m4.png
Supply wires on this layer in gray. Cells faint in the background.
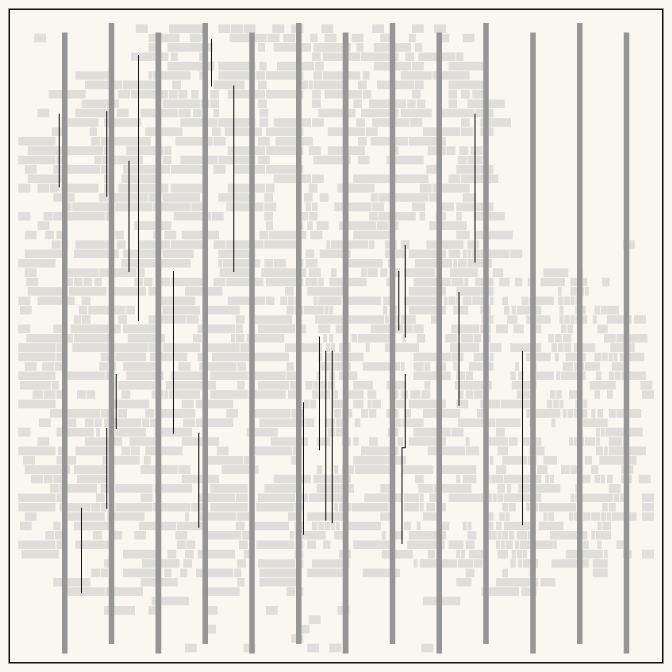
sizing.png
The bar under the picture is 50 µm long.
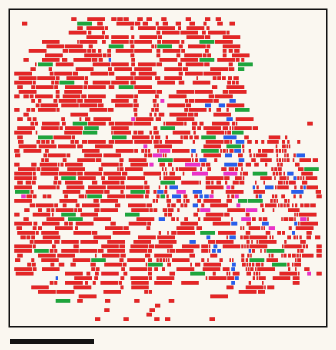
m3.png
The bar under the picture is 50 µm long.
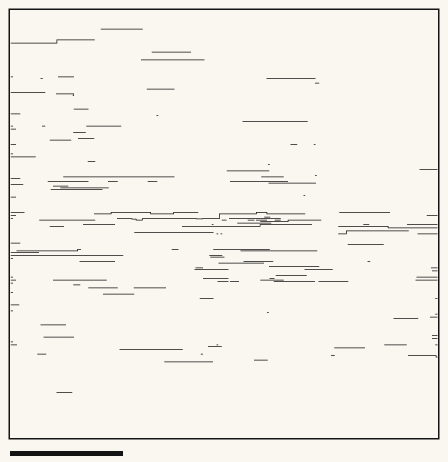
placed.png
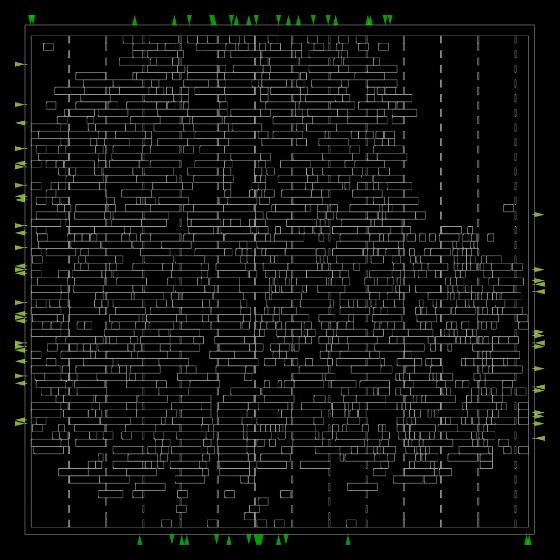
layers.png
The bar under the picture is 50 µm long.
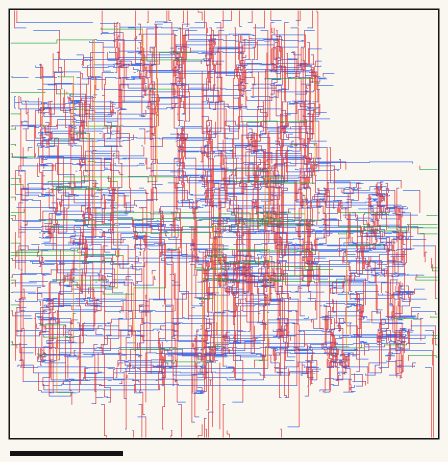
## src/rtl/egress_port.sv

```systemverilog
// rtl/egress_port.sv - per-outport egress stage: per-VC FIFOs, per-VC credits, packet-atomic round-robin onto the link
module egress_port #(
    parameter int NUM_VCS = 2,
    parameter int DEPTH   = 4,
    parameter int CREDITS = 4,
    localparam int VC_W   = (NUM_VCS > 1) ? $clog2(NUM_VCS) : 1,
    localparam int FLIT_W = 32 + VC_W
) (
    input  logic               clk,
    input  logic               rst,
    input  logic [FLIT_W-1:0]  flit_in,
    input  logic               flit_valid,
    output logic [NUM_VCS-1:0] vc_space,
    output logic [FLIT_W-1:0]  link_out,
    output logic               link_valid,
    input  logic               link_ready,
    input  logic [NUM_VCS-1:0] credit_return,
    output logic [NUM_VCS-1:0] packet_sent,
    output logic               overflow_err,
    output logic               credit_err
);
    // Flit layout: {vc, payload[31:0]}; payload[31:28] carries the header format.
    localparam int PTR_W = $clog2(DEPTH);
    localparam int CNT_W = PTR_W + 1;
    localparam int CR_W  = $clog2(CREDITS + 1);

    localparam logic [3:0] FMT_SHORT_READ  = 4'h0;
    localparam logic [3:0] FMT_SHORT_WRITE = 4'h1;
    localparam logic [3:0] FMT_LONG_READ   = 4'h2;
    localparam logic [3:0] FMT_LONG_WRITE  = 4'h3;

    typedef enum logic {IDLE, SEND} state_t;

    state_t              state_q, state_d;
    logic [FLIT_W-1:0]   mem_q [NUM_VCS][DEPTH];
    logic [PTR_W-1:0]    wr_ptr_q [NUM_VCS];
    logic [PTR_W-1:0]    rd_ptr_q [NUM_VCS];
    logic [CNT_W-1:0]    count_q [NUM_VCS];
    logic [CR_W-1:0]     credit_q [NUM_VCS];
    logic [VC_W-1:0]     rr_ptr_q, cur_vc_q;
    logic [7:0]          remaining_q;
    logic                hdr_q;
    logic [NUM_VCS-1:0]  packet_sent_q;
    logic                overflow_q, credit_err_q;

    logic [VC_W-1:0]     wr_vc, win_vc, cand;
    logic [VC_W:0]       cand_sum;
    logic                found, handshake, is_tail, drop;
    logic [NUM_VCS-1:0]  fifo_full, eligible, push_vc, pop_vc;
    logic [3:0]          win_fmt;
    logic [6:0]          win_lo;
    logic [7:0]          body_cnt;

    assign wr_vc        = flit_in[FLIT_W-1 -: VC_W];
    assign vc_space     = ~fifo_full;
    assign packet_sent  = packet_sent_q;
    assign overflow_err = overflow_q;
    assign credit_err   = credit_err_q;

    always_comb begin
        fifo_full = '0;
        eligible  = '0;
        for (int v = 0; v < NUM_VCS; v++) begin
            fifo_full[v] = (count_q[v] == CNT_W'(DEPTH));
            eligible[v]  = (count_q[v] != '0) && (credit_q[v] != '0);
        end
    end

    // Round-robin search starting at rr_ptr_q; wraps for any NUM_VCS.
    always_comb begin
        found    = 1'b0;
        win_vc   = rr_ptr_q;
        cand     = '0;
        cand_sum = '0;
        for (int i = 0; i < NUM_VCS; i++) begin
            cand_sum = {1'b0, rr_ptr_q} + (VC_W+1)'(i);
            if (cand_sum >= (VC_W+1)'(NUM_VCS))
                cand_sum = cand_sum - (VC_W+1)'(NUM_VCS);
            cand = cand_sum[VC_W-1:0];
            if (!found && eligible[cand]) begin
                found  = 1'b1;
                win_vc = cand;
            end
        end
    end

    always_comb begin
        win_fmt = mem_q[win_vc][rd_ptr_q[win_vc]][31:28];
        win_lo  = mem_q[win_vc][rd_ptr_q[win_vc]][6:0];
        case (win_fmt)
            FMT_SHORT_READ, FMT_SHORT_WRITE: body_cnt = {4'b0, win_lo[3:0]};
            FMT_LONG_READ, FMT_LONG_WRITE:   body_cnt = {1'b0, win_lo} + 8'd1;
            default:                         body_cnt = {1'b0, win_lo};
        endcase
    end

    always_ff @(posedge clk) begin
        if (rst) state_q <= IDLE;
        else     state_q <= state_d;
    end

    always_comb begin
        state_d = state_q;
        case (state_q)
            IDLE:    if (found)   state_d = SEND;
            SEND:    if (is_tail) state_d = IDLE;
            default: state_d = IDLE;
        endcase
    end

    always_comb begin
        link_valid = 1'b0;
        link_out   = '0;
        if (state_q == SEND) begin
            link_out   = mem_q[cur_vc_q][rd_ptr_q[cur_vc_q]];
            link_valid = eligible[cur_vc_q];
        end
    end

    // remaining_q counts body flits still owed after the header; the last one is the tail.
    assign handshake = link_valid && link_ready;
    assign is_tail   = handshake && (hdr_q ? (remaining_q == 8'd0) : (remaining_q == 8'd1));

    always_comb begin
        pop_vc  = '0;
        push_vc = '0;
        for (int v = 0; v < NUM_VCS; v++) begin
            pop_vc[v]  = handshake && (cur_vc_q == VC_W'(v));
            push_vc[v] = flit_valid && (wr_vc == VC_W'(v)) && (!fifo_full[v] || pop_vc[v]);
        end
    end

    assign drop = flit_valid && fifo_full[wr_vc] && !pop_vc[wr_vc];

    always_ff @(posedge clk) begin
        for (int v = 0; v < NUM_VCS; v++)
            if (!rst && push_vc[v]) mem_q[v][wr_ptr_q[v]] <= flit_in;
    end

    always_ff @(posedge clk) begin
        if (rst) begin
            for (int v = 0; v < NUM_VCS; v++) begin
                wr_ptr_q[v] <= '0;
                rd_ptr_q[v] <= '0;
                count_q[v]  <= '0;
                credit_q[v] <= CR_W'(CREDITS);
            end
            rr_ptr_q      <= '0;
            cur_vc_q      <= '0;
            remaining_q   <= '0;
            hdr_q         <= 1'b0;
            packet_sent_q <= '0;
            overflow_q    <= 1'b0;
            credit_err_q  <= 1'b0;
        end else begin
            for (int v = 0; v < NUM_VCS; v++) begin
                if (push_vc[v]) wr_ptr_q[v] <= wr_ptr_q[v] + 1'b1;
                if (pop_vc[v])  rd_ptr_q[v] <= rd_ptr_q[v] + 1'b1;
                if (push_vc[v] && !pop_vc[v])      count_q[v] <= count_q[v] + 1'b1;
                else if (pop_vc[v] && !push_vc[v]) count_q[v] <= count_q[v] - 1'b1;
                if (credit_return[v] && !pop_vc[v]) begin
                    if (credit_q[v] == CR_W'(CREDITS)) credit_err_q <= 1'b1;
                    else                               credit_q[v] <= credit_q[v] + 1'b1;
                end else if (pop_vc[v] && !credit_return[v]) begin
                    credit_q[v] <= credit_q[v] - 1'b1;
                end
            end
            if (drop) overflow_q <= 1'b1;
            if (state_q == IDLE && found) begin
                cur_vc_q    <= win_vc;
                remaining_q <= body_cnt;
                hdr_q       <= 1'b1;
            end
            if (handshake) begin
                hdr_q <= 1'b0;
                if (!hdr_q) remaining_q <= remaining_q - 8'd1;
            end
            packet_sent_q <= '0;
            if (is_tail) begin
                packet_sent_q[cur_vc_q] <= 1'b1;
                rr_ptr_q <= (cur_vc_q == VC_W'(NUM_VCS - 1)) ? '0 : cur_vc_q + 1'b1;
            end
        end
    end
endmodule

```

## config.mk

```make
export PLATFORM = sky130hd
export DESIGN_NAME = egress_port
export DESIGN_NICKNAME = d
export VERILOG_FILES = /design/src/rtl/egress_port.sv
export SDC_FILE = /design/constraint.sdc
export NUM_CORES = 1
export LEC_CHECK = 0
export CORE_MARGIN = 2
export CORE_UTILIZATION = 40
export CTS_CLUSTER_DIAMETER = 50
export DETAILED_ROUTE_END_ITERATION = 8
export GPL_TIMING_DRIVEN = 1
export SLEW_MARGIN = 0
export SYNTH_ARGS = -nofsm -noshare
export SYNTH_HDL_FRONTEND = slang
export SYNTH_SLANG_ARGS = --single-unit
```

## constraint.sdc

```tcl
create_clock -name clk -period 9.1 [get_ports clk]
set_clock_uncertainty 0.1 [all_clocks]
set_input_delay 1.365 -clock clk [delete_from_list [all_inputs] [get_ports clk]]
set_output_delay 1.365 -clock clk [all_outputs]
set_load 0.01 [all_outputs]
```

==> run summary <==
impl run done, here's what came out: combinational share of power 18.2%, Setup CP Type reg2out, PD cells approximately 230 nW/µm², top_reg_cell synth edfxtp_1, share of cells above drive strength 1 between 10% and 20%, worst-path maximum fanout between 80 and 90, share of power burned in registers 44.1%, most common logic cell in the routed design edfxtp_1, Mapped Nets 1049, Inserted Clock Buffers 37, Die H 189 µm, Max Cap Violations 0, ANT cells 0, Yosys chip area 13700 µm², top cells by count, synth edfxtp_1, a211oi_1, mux2i_1, drt pass-1 iters 5, nonclk buf count 87, Hold Path Class reg2reg, Die ar. 35700 µm², Hold Slack 0.396 ns, r2r worst-path depth 5, Fmax 0.177 GHz, Gate Count Post-Synth 991, CTS max path bufs 3, Avg Synthesized Cell Area 13.8 µm², RSZ-0062 raised after global routing no, max-slew violations 0, Non-clk invs 24, CTS tree yes, Die W roughly 190 µm, status finished, final reports clean, detailed placement HPWL 18.4 mm, largest net degree at the start of global routing 94, asr flop ratio synth 0%, Critical Path Sink link_out[0], synth warn 0, Well Taps 448, routed vias/inst 5.49, Setup TNS 0 ns, worst path required time roughly 7.6 ns, yosys stat cell total ~990, post-CTS setup buffer count 0, row count ~67, Gate Area 4520 µm², CLK BUF 47, Initial DRC Count 495, All-Layer GR Usage 17.8%, total gr overflow 0, Final min period 5.65 ns, Insertion Delay late pin between 0.5 and 0.6 ns, htree depth 2, post-CTS sizing 0, worst-margin pin slew 1.14 ns, Final setup viols 0, hold buffer count at CTS 0, FF-to-FF setup slack roughly 5 ns, Layout Nets 1116, Top area cell types edfxtp_1, a211oi_1, mux2i_1, clk sink count approximately 300, gp weighted congestion 0.779, R2R Path End mem_q[1][45], Routed wire per std cell 20.3 µm, clock share of power 37.7%, largest vdd supply drop 0.157 mV, vias in the first global route approximately 8400, number of antenna-violating nets in the routed design 0, Clk pin slew, worst setup/hold paths 0.06 ns, Layout clock area frac 7.23%, drc violations 0, GRT busiest layer met2, clk root buf clkbuf_16, Comb/total area about 28%
Back to the opening pictures, m4.png:
longest straight run: 76.8 µm
nets with wire on the layer: 14

Back to the opening pictures, sizing.png:
legend:
  x3 and x4:
    color: magenta
    cells: 21
    most_used: buf_4
  x1 and smaller:
    color: red
    cells: 975
    most_used: edfxtp_1
  x6 and larger:
    color: green
    cells: 44
    most_used: clkbuf_16
  x2:
    color: blue
    cells: 45
    most_used: mux2_2

Back to the opening pictures, m3.png:
share of all routed wire: 5.1%
main direction: horizontal
routed vias: 8415
drt total wl: 31.2 mm
met3 usage: 3.11%

Back to the opening pictures, placed.png:
fraction of area in registers: 55.3%
Flops: 301
core area: 33600 µm²

Back to the opening pictures, layers.png:
legend:
  M4:
    color: orange
    wire_length: 748 µm
  M3:
    color: green
    wire_length: 1590 µm
  M1:
    color: blue
    wire_length: 14300 µm
  M2:
    color: red
    wire_length: 14500 µm

-- critical path, cell delays in order, from the launching register on --
cell and delay [ns]:
dfxtp_4 0.66, buf_4 0.78, inv_1 0.26, a21boi_4 0.54
buf_4 0.41, o211ai_1 0.15, a21boi_0 0.23, clkdlybuf4s50_1 0.58
-- metrics by stage --
stage	cells	area (µm²)	utilization, %	worst slack (ns)
2_1_floorplan	991	13700	-	5.46
3_3_place_gp	1467	14900	44.3	3.97
3_5_place_dp	1467	14900	44.3	3.92
4_1_cts	1533	16100	47.8	3.36
5_1_grt	1533	16100	47.8	3.14
6_report	1533	16100	47.8	3.45
-- cells by family after synthesis --
group	after synthesis	synth area share, %
AOI/OAI and AO/OA	251	13.9
muxes	92	7.00
DFF	301	64.8
and+or+nand+nor	232	9.23
buffers and inverters	83	2.41
adders and majority gates	19	1.85
xor gates and xnor gates	13	0.832
-- worst min-delay path by stage --
stage                       startpoint           end  depth (start not counted)
final                     overflow_err  overflow_err                          2
after global routing      overflow_err  overflow_err                          2
after CTS                 overflow_err  overflow_err                          2
after detailed placement  overflow_err  overflow_err                          2
after global placement    overflow_err  overflow_err                          2
after floorplan               cur_vc_q          flop                          2
-- sequential cells by signal, indices dropped and copies added (netlist names), named ones only --
register	flops
count_q	6
credit_err	1
credit_q	6
cur_vc_q	1
hdr_q	1
mem_q	264
overflow_err	1
packet_sent	2
rd_ptr_q	4
remaining_q	8
rr_ptr_q	1
state_q	1
wr_ptr_q	4
-- routing by layer --
layer	routed length [µm]	up-vias
met1	14300	4161
met2	14500	216
met5	0	-
li1	-	3984
met3	1590	54
met4	747	0
-- power groups by stage --
stage	Clock [µW]	Sequential (µW)	Combinational [µW]
floorplan	0	1630	476
global placement	0	1660	668
detailed placement	0	1660	675
CTS	1420	1630	679
global route	1480	1640	747
finish	1390	1630	675
Power and IR drop assume default switching activity.
